### Met2 routing

(1 px per um) Cells faint in the background.
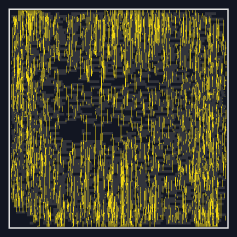
### Register map, names as in the netlist

(2 px per um) Other sequential cells in the stronger gray, the rest of the logic in the fainter gray.
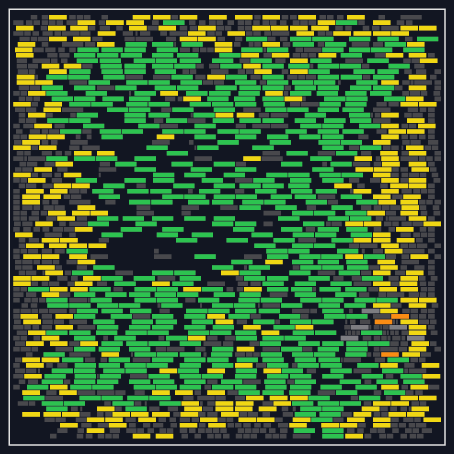
<file path="config.mk">
export PLATFORM = sky130hd
export DESIGN_NAME = sr_window_gen_flat
export DESIGN_NICKNAME = d
export VERILOG_FILES = /design/src/rtl/sr_window_gen_pkg.sv /design/src/rtl/sr_window_gen_if.sv /design/src/rtl/sr_window_gen_line_buffer.sv /design/src/rtl/sr_window_gen.sv /design/src/flat_wrapper.sv
export SDC_FILE = /design/constraint.sdc
export NUM_CORES = 1
export LEC_CHECK = 0
export ABC_CLOCK_PERIOD_IN_PS = 30000
export CORE_UTILIZATION = 59
export CTS_CLUSTER_SIZE = 30
export DETAILED_ROUTE_END_ITERATION = 8
export PLACE_DENSITY = 0.84
export SYNTH_ARGS = -nofsm -noshare
export SYNTH_HDL_FRONTEND = slang
export SYNTH_SLANG_ARGS = --single-unit
export TNS_END_PERCENT = 20
</file>
<file path="constraint.sdc">
create_clock -name clk -period 30 [get_ports clk]
set_input_delay 6 -clock clk [delete_from_list [all_inputs] [get_ports clk]]
set_output_delay 6 -clock clk [all_outputs]
set_load 0.02 [all_outputs]
</file>
<file path="src/rtl/sr_window_gen_pkg.sv">
// Shared types and constants for the super-resolution window generator and conv engine.
// Pixels are opaque bit vectors; the datapath currently carries IEEE-754 singles.
package sr_window_gen_pkg;

  localparam int DATA_W_DEF = 32;
  localparam int K_DEF      = 3;

  typedef logic [DATA_W_DEF-1:0] pixel_t;

  // A STRIDE of 1 needs no phase state, but a zero-width vector is illegal.
  function automatic int phase_w(int stride);
    return (stride > 1) ? $clog2(stride) : 1;
  endfunction

endpackage

</file>
<file path="src/rtl/sr_window_gen_if.sv">
// Pixel-in / window-out bundle between the raster source and the conv engine.
// Handshake: there is no ready. A pixel is consumed on every clk edge with ren=1.
// win_valid and frame_done are single-cycle strobes that the sink must take on the cycle they appear.
interface sr_window_gen_if
  import sr_window_gen_pkg::*;
#(
  parameter int DATA_W = DATA_W_DEF,
  parameter int K      = K_DEF
);
  logic                  ren;
  logic                  sof;
  logic [DATA_W-1:0]     pixel;
  logic [K*K*DATA_W-1:0] out;
  logic                  win_valid;
  logic                  frame_done;

  modport master (output ren, sof, pixel, input out, win_valid, frame_done);
  modport slave  (input ren, sof, pixel, output out, win_valid, frame_done);
endinterface

</file>
<file path="src/rtl/sr_window_gen_line_buffer.sv">
// One image row of delay: dout is the pixel pushed DEPTH enables ago.
// Contents are not reset; the window logic never flags a window that could expose stale data.
module sr_window_gen_line_buffer #(
  parameter int DATA_W = 32,
  parameter int DEPTH  = 8
) (
  input  logic              clk,
  input  logic              en,
  input  logic [DATA_W-1:0] din,
  output logic [DATA_W-1:0] dout
);

  logic [DATA_W-1:0] mem [DEPTH];

  always_ff @(posedge clk) begin
    if (en) begin
      mem[0] <= din;
      for (int i = 1; i < DEPTH; i++) mem[i] <= mem[i-1];
    end
  end

  assign dout = mem[DEPTH-1];

endmodule

</file>
<file path="src/rtl/sr_window_gen.sv">
// KxK sliding-window generator over a raster pixel stream with STRIDE alignment and frame tracking.
// The window registers drive out directly, so a window appears one edge after its bottom-right pixel.
module sr_window_gen
  import sr_window_gen_pkg::*;
#(
  parameter int DATA_W = DATA_W_DEF,
  parameter int K      = K_DEF,
  parameter int IMG_W  = 8,
  parameter int IMG_H  = 8,
  parameter int STRIDE = 1
) (
  input  logic           clk,
  input  logic           reset_FSM,
  sr_window_gen_if.slave bus
);

  localparam int CW = $clog2(IMG_W);
  localparam int RW = $clog2(IMG_H);
  localparam int PW = phase_w(STRIDE);

  localparam logic [CW-1:0] COL_LAST = CW'(IMG_W - 1);
  localparam logic [CW-1:0] COL_K1   = CW'(K - 1);
  localparam logic [RW-1:0] ROW_LAST = RW'(IMG_H - 1);
  localparam logic [RW-1:0] ROW_K1   = RW'(K - 1);
  localparam logic [PW-1:0] PH_LAST  = PW'(STRIDE - 1);

  logic [CW-1:0]     col, col_eff, col_nxt;
  logic [RW-1:0]     row, row_eff, row_nxt;
  logic [PW-1:0]     ph_c, ph_c_nxt, ph_r, ph_r_nxt;
  logic              hit, last_px, col_wrap;
  logic              win_valid_q, frame_done_q;
  logic [DATA_W-1:0] win    [K][K];
  logic [DATA_W-1:0] lb_in  [K-1];
  logic [DATA_W-1:0] lb_out [K-1];

  // Line buffer i holds the row i+1 rows above the incoming one.
  for (genvar i = 0; i < K - 1; i++) begin : g_lb
    if (i == 0) begin : g_head
      assign lb_in[i] = bus.pixel;
    end else begin : g_tail
      assign lb_in[i] = lb_out[i-1];
    end
    sr_window_gen_line_buffer #(.DATA_W(DATA_W), .DEPTH(IMG_W)) u_lb (
      .clk  (clk),
      .en   (bus.ren),
      .din  (lb_in[i]),
      .dout (lb_out[i])
    );
  end

  // sof relocates the current pixel to (0,0); phases only matter once col/row reach K-1,
  // where they are re-zeroed, so stale phase after a re-sync is harmless.
  always_comb begin
    col_eff  = bus.sof ? '0 : col;
    row_eff  = bus.sof ? '0 : row;
    col_wrap = (col_eff == COL_LAST);
    hit      = (col_eff >= COL_K1) && (row_eff >= ROW_K1) && (ph_c == '0) && (ph_r == '0);
    last_px  = col_wrap && (row_eff == ROW_LAST);
    col_nxt  = col_wrap ? '0 : col_eff + 1'b1;
    row_nxt  = row_eff;
    ph_r_nxt = ph_r;
    if (col_nxt == COL_K1)  ph_c_nxt = '0;
    else if (ph_c == PH_LAST) ph_c_nxt = '0;
    else                    ph_c_nxt = ph_c + 1'b1;
    if (col_wrap) begin
      row_nxt = (row_eff == ROW_LAST) ? '0 : row_eff + 1'b1;
      if (row_nxt == ROW_K1)    ph_r_nxt = '0;
      else if (ph_r == PH_LAST) ph_r_nxt = '0;
      else                      ph_r_nxt = ph_r + 1'b1;
    end
  end

  always_ff @(posedge clk or posedge reset_FSM) begin
    if (reset_FSM) begin
      col          <= '0;
      row          <= '0;
      ph_c         <= '0;
      ph_r         <= '0;
      win_valid_q  <= 1'b0;
      frame_done_q <= 1'b0;
      for (int r = 0; r < K; r++)
        for (int c = 0; c < K; c++) win[r][c] <= '0;
    end else begin
      win_valid_q  <= bus.ren && hit;
      frame_done_q <= bus.ren && last_px;
      if (bus.ren) begin
        col  <= col_nxt;
        row  <= row_nxt;
        ph_c <= ph_c_nxt;
        ph_r <= ph_r_nxt;
        for (int r = 0; r < K; r++)
          for (int c = 0; c < K - 1; c++) win[r][c] <= win[r][c+1];
        for (int r = 0; r < K - 1; r++) win[r][K-1] <= lb_out[K-2-r];
        win[K-1][K-1] <= bus.pixel;
      end
    end
  end

  for (genvar r = 0; r < K; r++) begin : g_out_r
    for (genvar c = 0; c < K; c++) begin : g_out_c
      assign bus.out[(r*K+c)*DATA_W +: DATA_W] = win[r][c];
    end
  end

  assign bus.win_valid  = win_valid_q;
  assign bus.frame_done = frame_done_q;

endmodule

</file>
<file path="src/flat_wrapper.sv">
// flat-port wrapper written by rule: the top's interface ports become plain ports
module sr_window_gen_flat import sr_window_gen_pkg::*;
#(
  parameter int DATA_W = DATA_W_DEF,
  parameter int K      = K_DEF,
  parameter int IMG_W  = 8,
  parameter int IMG_H  = 8,
  parameter int STRIDE = 1
)
  (clk, reset_FSM, bus_ren, bus_sof, bus_pixel, bus_out, bus_win_valid, bus_frame_done);
  sr_window_gen_if #(.DATA_W(DATA_W), .K(K)) bus_i ();
  input  logic clk;
  input  logic reset_FSM;
  input wire logic [$bits(bus_i.ren)-1:0] bus_ren;
  input wire logic [$bits(bus_i.sof)-1:0] bus_sof;
  input wire logic [$bits(bus_i.pixel)-1:0] bus_pixel;
  output wire logic [$bits(bus_i.out)-1:0] bus_out;
  output wire logic [$bits(bus_i.win_valid)-1:0] bus_win_valid;
  output wire logic [$bits(bus_i.frame_done)-1:0] bus_frame_done;
  assign bus_i.ren = bus_ren;
  assign bus_i.sof = bus_sof;
  assign bus_i.pixel = bus_pixel;
  assign bus_out = bus_i.out;
  assign bus_win_valid = bus_i.win_valid;
  assign bus_frame_done = bus_i.frame_done;
  sr_window_gen #(.DATA_W(DATA_W), .K(K), .IMG_W(IMG_W), .IMG_H(IMG_H), .STRIDE(STRIDE)) u_core (.clk(clk), .reset_FSM(reset_FSM), .bus(bus_i));
endmodule
</file>
==> notes.md <==
Item: results of the latest flow run.

- The clock passes through at most 3 buffers.
- The final timing summary puts the cycle share of the worst path at 0.284.
- Compared with the post-synthesis result, the final layout area differs by 23.6%.
- As reported, the later end of the worst-skew pair has a clock insertion delay of 590 ps.
- The number of endpoints failing setup at the final stage is 0.
- The total cell area reported by yosys after synthesis is about 0.027 mm^2.
- The average vias per placed instance is 5.06.
- The total number of yosys warnings is 0.
- The synthesis run shows the most used standard cells to be sky130_fd_sc_hd__edfxtp_1, sky130_fd_sc_hd__dfrtp_1, sky130_fd_sc_hd__mux2_4.
- Per the post-run analysis, buffers plus inverters along the critical path come to 3.
- Counting pins that exceed their max-slew limit in the final report gives 0.
- The clock tree from TritonCTS is yes.
- Looking at the reg2reg group, the worst path starts from u_core.col[0].
- Endpoints failing hold in the final report were tallied at 0.
- The number of distinct library cell variants in the gate-level netlist after synthesis is 22.
- For this design, the CTS-stage hold fixing added 0 buffers.
- Input and output buffers added on the ports amount to between 300 and 400.
- The antenna diode count is 0.
- Looking at the hold checks, the worst path lands on u_core.g_lb[0].u_lb.mem[1][118].
- The most critical hold endpoint after final layout shows a slack of between 400 and 500 ps.
- Walking the worst path, the cells encountered are buf_8 > buf_12 > buf_4 > mux2_2.
- The buffer cell driving the clock tree root is sky130_fd_sc_hd__clkbuf_16.
- The top cell type by instance count after synthesis is sky130_fd_sc_hd__edfxtp_1.
- The antenna violation net count after detailed routing is 0.
- Per the hold report, the tightest min-delay path originates at u_core.g_lb[0].u_lb.mem[1][86].
- The flow ran to the end, and the final reports show no timing, DRC or antenna violations.
- The data arrival time reported for the critical path is 8970 ps.
- The min-delay analysis places its worst path in the category reg2reg.
- The number of levels in the clock H-tree is 3.
- Per the gpl log, the routability congestion estimate is roughly 0.74.
- Setup repair after global routing left no endpoint under its margin.
- The detailed router placed approximately 11000 vias in this run.
- The synthesized net count is around 1200.
- The library cell with the largest summed area after synthesis is sky130_fd_sc_hd__edfxtp_1.
- The maximum number of pins on one net before global-route repair is between 150 and 200.
- The vertical extent of the die is around 220 um.
- The detailed-route DRC error count is 0.
- The synthesized netlist cell count is around 1200.
- The final timing report derives a shortest allowable period of 8510 ps.
- The slew at the pin closest to its max-slew limit is approximately 1000 ps.
- The setup skew after layout is 14.4 ps.
- The total die size is ~0.047 mm^2.
- The share of Yosys cell area claimed by the top area cell type is 0.563.
- The post-CTS setup buffer count is 0.
- The first TritonRoute pass finished after 6 iterations.
- The share of the Yosys chip area taken by registers is 0.834.
- The cell family with the largest share of critical-path delay is buffers and inverters.
- Per the timing report, the biggest fanout along the worst path comes to about 160.
- The achievable frequency is about 120 MHz.
- The core region is about 0.045 mm^2.
- Of the cells placed in the final design, the portion with a size suffix greater than 1 is 0.266.
- The type of origin of the critical path is an input pin.
- The detailed-placement wirelength estimate is ~23000 um.
- The final layout contains 1581 nets.
- The wire length of the first global-routing pass is 62900 um.
- The total non-filler cell area in the finished layout is roughly 0.034 mm^2.
- The synth_stat.txt file lists the number of cells as ~1200.
- The initialized floorplan defines about 78 standard-cell rows.
- Per the GRT congestion report, total overflow comes to 0.
About 'Met2 routing':
share of all routed wire: 48%
nets with wire on the layer: 1482
main direction: vertical

About 'Register map, names as in the netlist':
legend:
  u_core.g_lb.u_lb.mem:
    color: green
    placed_flops: 512
  u_core.row:
    color: orange
    placed_flops: 3
  u_core.bus.out:
    color: yellow
    placed_flops: 288
    where: widely spread
sequential cell power: 1350 uW
flip-flop and latch area: 0.0228 mm^2
flop share of the area: 0.675
Finished Core Util: 0.742

## state kept, by name, indices dropped and copies added (netlist names)
register and cells:
u_core.bus.out 288, u_core.g_lb.u_lb.mem 512, u_core.col 3, u_core.bus.win_valid 1, u_core.row 3, u_core.bus.frame_done 1
## cell families after synthesis
family / count (synthesis) / synth area share
DFF: 808 / 0.834
adders and majority gates: 4 / 0.00183
buffers and inverters: 35 / 0.0123
and+or+nand+nor: 15 / 0.00321
muxes: 289 / 0.147
AOI/OAI and AO/OA: 6 / 0.00170
## cells in the final DEF, fill, tap and decap left out, types with 2 or more instances in the layout
cell	count
sky130_fd_sc_hd__clkinv_1	6
sky130_fd_sc_hd__mux2_4	200
sky130_fd_sc_hd__clkdlybuf4s50_1	324
sky130_fd_sc_hd__dfrtp_1	296
sky130_fd_sc_hd__inv_6	4
sky130_fd_sc_hd__nand2_1	2
sky130_fd_sc_hd__mux2_2	89
sky130_fd_sc_hd__clkinvlp_4	3
sky130_fd_sc_hd__nand2b_1	2
sky130_fd_sc_hd__o2bb2ai_1	2
sky130_fd_sc_hd__clkbuf_1	16
sky130_fd_sc_hd__edfxtp_1	512
sky130_fd_sc_hd__clkbuf_8	14
sky130_fd_sc_hd__buf_4	11
sky130_fd_sc_hd__nor2_1	2
sky130_fd_sc_hd__bufinv_16	7
sky130_fd_sc_hd__clkbuf_16	81
sky130_fd_sc_hd__nor2b_1	4
sky130_fd_sc_hd__clkinv_2	15
sky130_fd_sc_hd__ha_1	4
## report_power, final
group	internal, uW	switching [uW]	leakage (uW)
logic	173	147	0.00342
clock network	591	387	0.00130
registers	1290	57.9	0.00849
## metal layers
metal,up-vias,wire length [um],track usage
li1,5164,-,-
met1,5679,17500,0.234
met2,268,18800,0.264
met3,67,2310,0.0524
met4,0,687,0.0469
met5,-,0,0
## area by class of cell
cell class                 instances  area share
multi-input combinational        314       0.124
timing repair buffer             337      0.0996
clock inverter                    35      0.0108
tap                              600      0.0222
sequential                       808       0.675
clock buffer                     111      0.0676
inverter                           2    0.000445
## how the worst max path moves through the flow
| stage | startpoint | endpoint | slack [ps] | cells past startpoint |
|---|---|---|---|---|
| 2_1_floorplan | reset_FSM | u_core.bus.frame_done | 15820 | 1 |
| 3_3_place_gp | bus_ren | u_core.bus.out[66] | 21020 | 4 |
| 3_5_place_dp | bus_ren | u_core.bus.out[64] | 20910 | 4 |
| 4_1_cts | bus_ren | u_core.bus.out[62] | 21530 | 4 |
| 5_1_grt | bus_ren | u_core.row[2] | 21320 | 5 |
| 6_report | bus_ren | u_core.bus.out[54] | 21490 | 4 |
## per-stage QoR
stage               total power, uW  setup WS (ps)
floorplan                      1530          15820
global placement               1680          21020
detailed placement             1700          20910
CTS                            2680          21530
global route                   2750          21320
finish                         2650          21490
No activity file was given, so power comes from the tool's default toggle rates.
